### Nets reached from selected ports

The bar under the picture is 50 um long.
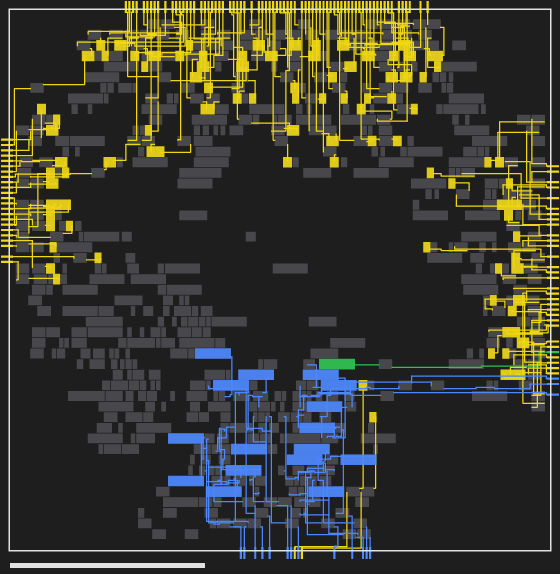
### Cells coloured by class

Fill, decap, tap and diode cells in grey.
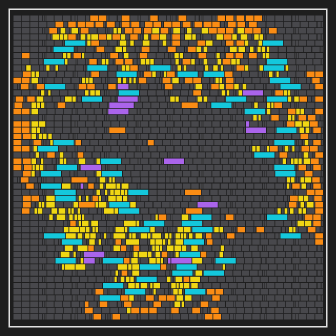
### Cell placement

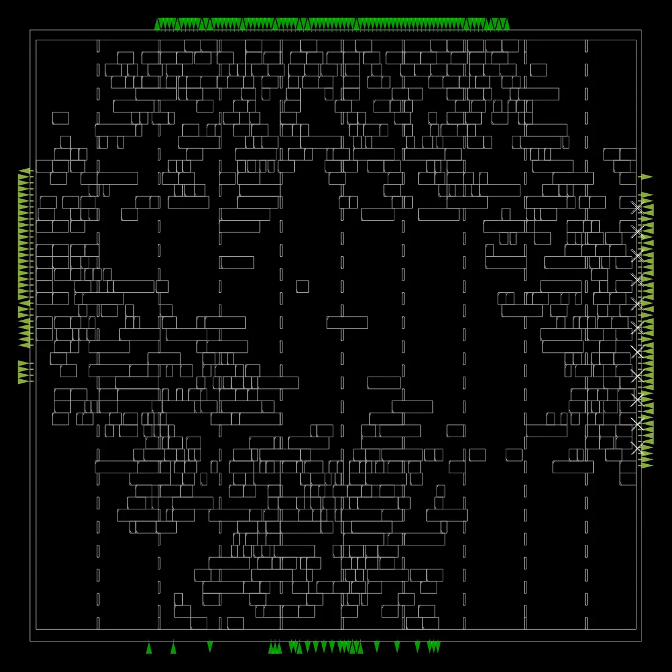
### Cells by drive strength

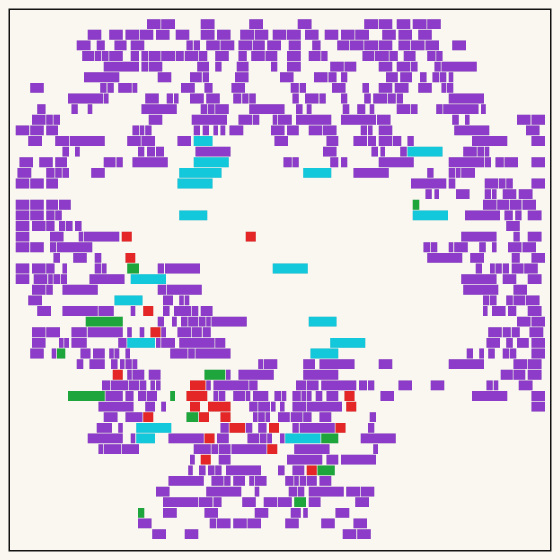
$ cat src/rtl/config_port_arbiter_pkg.sv
// ---------------------------------------------------------------------------
// config_port_arbiter_pkg
//   Shared constants for the configuration-port arbiter:
//     - source indices (Self, BitBang, UART, JTAG)
//     - configuration word width and source count
//     - arbiter FSM state encoding
// ---------------------------------------------------------------------------
package config_port_arbiter_pkg;

    localparam int unsigned NUM_SRC    = 4;
    localparam int unsigned CFG_WORD_W = 32;

    localparam int unsigned SRC_SELF    = 0;
    localparam int unsigned SRC_BITBANG = 1;
    localparam int unsigned SRC_UART    = 2;
    localparam int unsigned SRC_JTAG    = 3;

    typedef enum logic [1:0] {
        ST_IDLE    = 2'd0,
        ST_SWITCH  = 2'd1,
        ST_OWN     = 2'd2,
        ST_RELEASE = 2'd3
    } arb_state_e;

endpackage : config_port_arbiter_pkg

$ cat src/rtl/config_port_arbiter_if.sv
// ---------------------------------------------------------------------------
// config_port_arbiter_if
//   Bundle between the configuration sources and the arbiter.
//     src_active        : per-source session request (0 Self .. 3 JTAG)
//     src_data          : four packed 32-bit words, source i at [32i+31:32i]
//     src_strobe        : per-source one-cycle word valid
//     ConfigWriteData   : word forwarded to ConfigFSM
//     ConfigWriteStrobe : word valid to ConfigFSM
//     FSM_Reset         : ConfigFSM resync request
//     grant             : one-hot current owner, or zero
//     word_count        : words forwarded in the current session
//     dropped_strobe    : pulse for a strobe that was not forwarded
//   master = source side, slave = arbiter side.
// ---------------------------------------------------------------------------
interface config_port_arbiter_if #(
    parameter int unsigned CNT_WIDTH = 16
) ();
    import config_port_arbiter_pkg::*;

    logic [NUM_SRC-1:0]            src_active;
    logic [NUM_SRC*CFG_WORD_W-1:0] src_data;
    logic [NUM_SRC-1:0]            src_strobe;

    logic [CFG_WORD_W-1:0]         ConfigWriteData;
    logic                          ConfigWriteStrobe;
    logic                          FSM_Reset;
    logic [NUM_SRC-1:0]            grant;
    logic [CNT_WIDTH-1:0]          word_count;
    logic                          dropped_strobe;

    modport master (
        output src_active, src_data, src_strobe,
        input  ConfigWriteData, ConfigWriteStrobe, FSM_Reset,
               grant, word_count, dropped_strobe
    );

    modport slave (
        input  src_active, src_data, src_strobe,
        output ConfigWriteData, ConfigWriteStrobe, FSM_Reset,
               grant, word_count, dropped_strobe
    );

endinterface : config_port_arbiter_if

$ cat src/rtl/config_port_arbiter_prio_enc.sv
// ---------------------------------------------------------------------------
// cfg_prio_enc
//   Fixed-priority encoder: JTAG > UART > BitBang > Self.
//     req_i : 4-bit request vector, indexed by source
//     gnt_o : one-hot winner, zero when no request
// ---------------------------------------------------------------------------
module cfg_prio_enc
    import config_port_arbiter_pkg::*;
(
    input  logic [NUM_SRC-1:0] req_i,
    output logic [NUM_SRC-1:0] gnt_o
);

    always_comb begin
        gnt_o = '0;
        if (req_i[SRC_JTAG]) begin
            gnt_o[SRC_JTAG] = 1'b1;
        end else if (req_i[SRC_UART]) begin
            gnt_o[SRC_UART] = 1'b1;
        end else if (req_i[SRC_BITBANG]) begin
            gnt_o[SRC_BITBANG] = 1'b1;
        end else if (req_i[SRC_SELF]) begin
            gnt_o[SRC_SELF] = 1'b1;
        end
    end

endmodule : cfg_prio_enc

$ cat src/rtl/config_port_arbiter.sv
// ---------------------------------------------------------------------------
// config_port_arbiter
//   Arbitrates four configuration sources onto the single ConfigFSM write
//   port. Ownership is non-preemptive: the granted source keeps the port
//   until its session request falls. Every ownership change holds
//   FSM_Reset for GAP_CYCLES cycles so ConfigFSM resynchronises before the
//   new owner's first word.
//   Ports:
//     CLK    : clock, all state on the rising edge
//     resetn : asynchronous active-low reset
//     bus    : source/ConfigFSM bundle (slave side)
//   Parameters:
//     GAP_CYCLES : FSM_Reset cycles per ownership change (1..15)
//     CNT_WIDTH  : width of word_count (must match the interface)
// ---------------------------------------------------------------------------
module config_port_arbiter
    import config_port_arbiter_pkg::*;
#(
    parameter int unsigned GAP_CYCLES = 2,
    parameter int unsigned CNT_WIDTH  = 16
) (
    input  logic                 CLK,
    input  logic                 resetn,
    config_port_arbiter_if.slave bus
);

    localparam logic [3:0] GAP_INIT = 4'(GAP_CYCLES - 1);

    arb_state_e             state_q, state_d;
    logic [NUM_SRC-1:0]     grant_q, grant_d;
    logic [3:0]             gap_q, gap_d;
    logic [CNT_WIDTH-1:0]   wc_q, wc_d;
    logic [CFG_WORD_W-1:0]  data_q, data_d;
    logic                   strobe_q, strobe_d;
    logic                   drop_q, drop_d;

    logic [NUM_SRC-1:0]     enc_gnt;
    logic [NUM_SRC-1:0]     fwd_mask;
    logic                   owner_active;
    logic                   fwd;
    logic [CFG_WORD_W-1:0]  owner_data;

    cfg_prio_enc u_prio_enc (
        .req_i (bus.src_active),
        .gnt_o (enc_gnt)
    );

    // Only the owner, while in OWN and still active, may forward; any other
    // strobe in the same cycle is counted as dropped.
    assign owner_active = |(bus.src_active & grant_q);
    assign fwd_mask     = (state_q == ST_OWN) ? (grant_q & bus.src_active) : '0;
    assign fwd          = |(fwd_mask & bus.src_strobe);

    always_comb begin
        owner_data = '0;
        for (int unsigned i = 0; i < NUM_SRC; i++) begin
            if (grant_q[i]) begin
                owner_data = bus.src_data[i*CFG_WORD_W +: CFG_WORD_W];
            end
        end
    end

    always_comb begin
        state_d  = state_q;
        grant_d  = grant_q;
        gap_d    = gap_q;
        wc_d     = wc_q;
        data_d   = data_q;
        strobe_d = 1'b0;
        drop_d   = |(bus.src_strobe & ~fwd_mask);

        case (state_q)
            ST_IDLE: begin
                if (|bus.src_active) begin
                    grant_d = enc_gnt;
                    gap_d   = GAP_INIT;
                    wc_d    = '0;
                    state_d = ST_SWITCH;
                end
            end
            ST_SWITCH: begin
                // The gap always runs to completion, even if the owner has
                // already gone inactive; OWN then exits on the next cycle.
                if (gap_q == 4'd0) begin
                    state_d = ST_OWN;
                end else begin
                    gap_d = gap_q - 4'd1;
                end
            end
            ST_OWN: begin
                if (!owner_active) begin
                    grant_d = '0;
                    state_d = ST_RELEASE;
                end
            end
            ST_RELEASE: begin
                state_d = ST_IDLE;
            end
            default: begin
                state_d = ST_IDLE;
                grant_d = '0;
            end
        endcase

        if (fwd) begin
            data_d   = owner_data;
            strobe_d = 1'b1;
            if (wc_q != '1) begin
                wc_d = wc_q + CNT_WIDTH'(1);
            end
        end
    end

    always_ff @(posedge CLK or negedge resetn) begin
        if (!resetn) begin
            state_q  <= ST_IDLE;
            grant_q  <= '0;
            gap_q    <= '0;
            wc_q     <= '0;
            data_q   <= '0;
            strobe_q <= 1'b0;
            drop_q   <= 1'b0;
        end else begin
            state_q  <= state_d;
            grant_q  <= grant_d;
            gap_q    <= gap_d;
            wc_q     <= wc_d;
            data_q   <= data_d;
            strobe_q <= strobe_d;
            drop_q   <= drop_d;
        end
    end

    assign bus.ConfigWriteData   = data_q;
    assign bus.ConfigWriteStrobe = strobe_q;
    assign bus.FSM_Reset         = (state_q == ST_SWITCH);
    assign bus.grant             = grant_q;
    assign bus.word_count        = wc_q;
    assign bus.dropped_strobe    = drop_q;

endmodule : config_port_arbiter

$ cat src/flat_wrapper.sv
// flat-port wrapper written by rule: the top's interface ports become plain ports
module config_port_arbiter_flat import config_port_arbiter_pkg::*;
#(
    parameter int unsigned GAP_CYCLES = 2,
    parameter int unsigned CNT_WIDTH  = 16
)
  (CLK, resetn, bus_src_active, bus_src_data, bus_src_strobe, bus_ConfigWriteData, bus_ConfigWriteStrobe, bus_FSM_Reset, bus_grant, bus_word_count, bus_dropped_strobe);
  config_port_arbiter_if #(.CNT_WIDTH(CNT_WIDTH)) bus_i ();
  input  logic CLK;
  input  logic resetn;
  input wire logic [$bits(bus_i.src_active)-1:0] bus_src_active;
  input wire logic [$bits(bus_i.src_data)-1:0] bus_src_data;
  input wire logic [$bits(bus_i.src_strobe)-1:0] bus_src_strobe;
  output wire logic [$bits(bus_i.ConfigWriteData)-1:0] bus_ConfigWriteData;
  output wire logic [$bits(bus_i.ConfigWriteStrobe)-1:0] bus_ConfigWriteStrobe;
  output wire logic [$bits(bus_i.FSM_Reset)-1:0] bus_FSM_Reset;
  output wire logic [$bits(bus_i.grant)-1:0] bus_grant;
  output wire logic [$bits(bus_i.word_count)-1:0] bus_word_count;
  output wire logic [$bits(bus_i.dropped_strobe)-1:0] bus_dropped_strobe;
  assign bus_i.src_active = bus_src_active;
  assign bus_i.src_data = bus_src_data;
  assign bus_i.src_strobe = bus_src_strobe;
  assign bus_ConfigWriteData = bus_i.ConfigWriteData;
  assign bus_ConfigWriteStrobe = bus_i.ConfigWriteStrobe;
  assign bus_FSM_Reset = bus_i.FSM_Reset;
  assign bus_grant = bus_i.grant;
  assign bus_word_count = bus_i.word_count;
  assign bus_dropped_strobe = bus_i.dropped_strobe;
  config_port_arbiter #(.GAP_CYCLES(GAP_CYCLES), .CNT_WIDTH(CNT_WIDTH)) u_core (.CLK(CLK), .resetn(resetn), .bus(bus_i));
endmodule
$ cat config.mk
export PLATFORM = sky130hd
export DESIGN_NAME = config_port_arbiter_flat
export DESIGN_NICKNAME = d
export VERILOG_FILES = /design/src/rtl/config_port_arbiter_pkg.sv /design/src/rtl/config_port_arbiter_if.sv /design/src/rtl/config_port_arbiter_prio_enc.sv /design/src/rtl/config_port_arbiter.sv /design/src/flat_wrapper.sv
export SDC_FILE = /design/constraint.sdc
export NUM_CORES = 1
export LEC_CHECK = 0
export CAP_MARGIN = 10
export CELL_PAD_IN_SITES_DETAIL_PLACEMENT = 0
export CELL_PAD_IN_SITES_GLOBAL_PLACEMENT = 2
export CORE_UTILIZATION = 20
export CTS_CLUSTER_SIZE = 20
export DETAILED_ROUTE_END_ITERATION = 7
export GPL_ROUTABILITY_DRIVEN = 0
export PLACE_DENSITY = 0.9
export SLEW_MARGIN = 0
export SYNTH_ARGS = -nofsm -noshare
export SYNTH_HDL_FRONTEND = slang
export SYNTH_SLANG_ARGS = --single-unit
$ cat constraint.sdc
create_clock -name CLK -period 2.15 [get_ports CLK]
set_input_delay 0.215 -clock CLK [delete_from_list [all_inputs] [get_ports CLK]]
set_output_delay 0.215 -clock CLK [all_outputs]
set_load 0.005 [all_outputs]
==> impl_results.rst <==
Run summary
-----------

.. list-table::
   :header-rows: 1

   * - Metric
     - Value
   * - Outcome
     - finished, violations left
   * - Failing checks
     - DRC
   * - Vertical die dimension
     - 138 um
   * - Accumulated negative setup slack
     - 0 ps
   * - Largest class
     - buffers
   * - Met3 wire len
     - around 640 um
   * - Crit path cell chain
     - ha_1 > nand4_1 > or4_4 > o21a_4 > a21oi_4 > a22o_1
   * - Fraction of area in non-clock buffers
     - around a third
   * - Vias in the first global route
     - ~3900
   * - Number of ports placed on the die boundary
     - 193
   * - Max transition margin
     - between 50% and 60%
   * - Part of the Yosys area used for sequential elements
     - around two fifths
   * - Number of antenna violations at the first check in global routing
     - 0
   * - Routed via count divided by cell count
     - between 4 and 5
   * - Post-Layout Inst Area
     - about 6400 um^2
   * - Cell type with the largest total area
     - dfrtp_1
   * - Busiest layer in global routing
     - met2
   * - Maximum level of the CTS H-tree
     - 3
   * - Met3 routing resource usage after global routing
     - between 2 and 2.5%
   * - Combined area of all synthesized cells
     - 3710 um^2
   * - Cell count listed in synth_stat.txt
     - 432
   * - Switching fraction of total power
     - roughly 37%
   * - Number of logged tool warnings
     - 31
   * - Number of buffers outside the clock class in the layout
     - about 220
   * - Grt total ovfl
     - 0
   * - Area taken by flip-flops and latches
     - roughly 1500 um^2
   * - Flip-flop and latch power
     - around 1700 uW
   * - Slowest library cell on the worst path
     - or4_4
   * - Number of inserted filler cells in the final layout
     - about 1800
   * - Met2 GRT Util
     - a little under a quarter
   * - Final clock period utilization by the worst path
     - between 90% and 100%
   * - Initial drt markers
     - between 200 and 250
   * - Levels on crit path
     - 6
   * - Most frequent cells after synthesis
     - dfrtp_1, nand2_1, nor3_1, a21oi_1
   * - CP Data Required Time
     - between 2000 and 2500 ps
   * - Amount of wire on met2 after detailed routing
     - 6.70 mm
   * - Row cnt
     - slightly below 50
   * - RR Endpoint
     - u_core.bus.word_count[2]$_DFF_PN0_
   * - Area of combinational cells with multiple inputs
     - 2050 um^2
   * - Commonest register cell after synthesis
     - dfrtp_1
   * - Count of instances resized after the clock tree is built
     - 0
   * - Pin count of the biggest net entering global routing
     - between 60 and 70
   * - Top sig layer
     - met4
   * - Pre-CTS setup slack
     - ~97 ps
   * - Slew at the pin with the worst max-slew slack
     - slightly above 700 ps
   * - Yosys synthesis warning count
     - 0
   * - Multiplexer share of the synthesized area
     - approximately 2.1%
   * - Fraction of area in multi-input gates
     - 32.2%
   * - CTS Hold Bufs
     - 1
   * - Die width
     - around 140 um
   * - Part of the power in registers
     - approximately 25%
   * - Crit Path Class
     - reg2reg
   * - Gate family responsible for the most delay along the worst path
     - AND-OR/OR-AND gates
   * - Clock-pin slew reported for the worst setup and hold paths after clock tree synthesis
     - roughly 50 ps
   * - Synthesis area per yosys
     - between 3000 and 4000 um^2
   * - N_taps
     - 229
   * - Endpoints failing setup
     - 0
   * - XOR/XNOR Fraction of Synth Area
     - roughly 1.2%
   * - DRC violations left
     - 22
   * - Kind of path behind the tightest hold check
     - in2async
   * - Non-clock inverter total of the final layout
     - 11
   * - Internal reg-to-reg setup slack
     - between 100 and 150 ps
   * - Worst stage delay on the critical path
     - about 560 ps
   * - Max clock buf depth
     - 2
   * - Leading power group
     - combinational logic
   * - Clock Root Buffer
     - clkbuf_16
   * - Post-DP HPWL
     - around 10 mm
   * - Minimum clock period after layout
     - 2010 ps
   * - Worst setup margin
     - roughly 140 ps
   * - Most frequent cell after synthesis
     - dfrtp_1
   * - Timing-limited maximum frequency
     - ~0.50 GHz
   * - Worst Skew
     - approximately 11 ps
   * - Crit path buf inv count
     - 0
   * - Proportion of power drawn by combinational gates
     - between 50% and 60%
   * - Net switching power
     - between 2000 and 2500 uW
   * - Global-route wire length before repair
     - between 20 and 25 mm
-- 'Nets reached from selected ports' (at the start) --
legend:
  `bus_src_data`:
    colour: yellow
    bits: 128
    direction: input
    end_cells: 96
    buffers: 128
    wire: 2940 um
  `bus_word_count`:
    colour: blue
    bits: 16
    direction: output
    end_cells: 16
    buffers: 22
    wire: 972 um
  `bus_ConfigWriteStrobe`:
    colour: green
    bits: 1
    direction: output
    end_cells: 1
    buffers: 1
    wire: 50.8 um

-- 'Cells coloured by class' (at the start) --
legend:
  remaining logic cells:
    colour: yellow
    cells: 340
    share_of_their_area: 34%
  clock drivers and dummy loads:
    colour: purple
    cells: 15
    share_of_their_area: 4.9%
  registers:
    colour: cyan
    cells: 60
    share_of_their_area: 25%
  remaining buffers and delay cells:
    colour: orange
    cells: 217
    share_of_their_area: 36%

-- 'Cell placement' (at the start) --
final cell utilization of the core: 35.2%
Std-Cell Core Area: 18100 um^2

-- 'Cells by drive strength' (at the start) --
legend:
  x2:
    colour: green
    cells: 12
  x3 and x4:
    colour: red
    cells: 22
  x6 and larger:
    colour: cyan
    cells: 18
  x1 and smaller:
    colour: purple
    cells: 580

==> registers in the layout, summed over array words and instances (netlist names) <==
register	cells
u_core.gap_q	4
u_core.bus.ConfigWriteData	32
u_core.state_q	2
u_core.bus.ConfigWriteStrobe	1
u_core.bus.dropped_strobe	1
u_core.bus.word_count	16
u_core.bus.grant	4
==> layout by cell type (no fill, tap or decap), types with 3 or more instances in the layout <==
master,count
clkbuf_16,9
a221oi_1,33
nand4_1,3
o21ai_1,34
a22o_1,3
mux2_1,6
buf_12,6
buf_4,18
a21oi_1,38
clkdlybuf4s50_1,191
xor2_1,3
inv_1,10
nor2_1,14
nor2b_1,33
dfrtp_1,58
nand2_1,50
ha_1,8
nand3_1,9
nor4_1,4
a211o_1,5
nor3_1,41
and3_1,5
Power figures rest on the tool's default switching activity, not on a simulated workload.
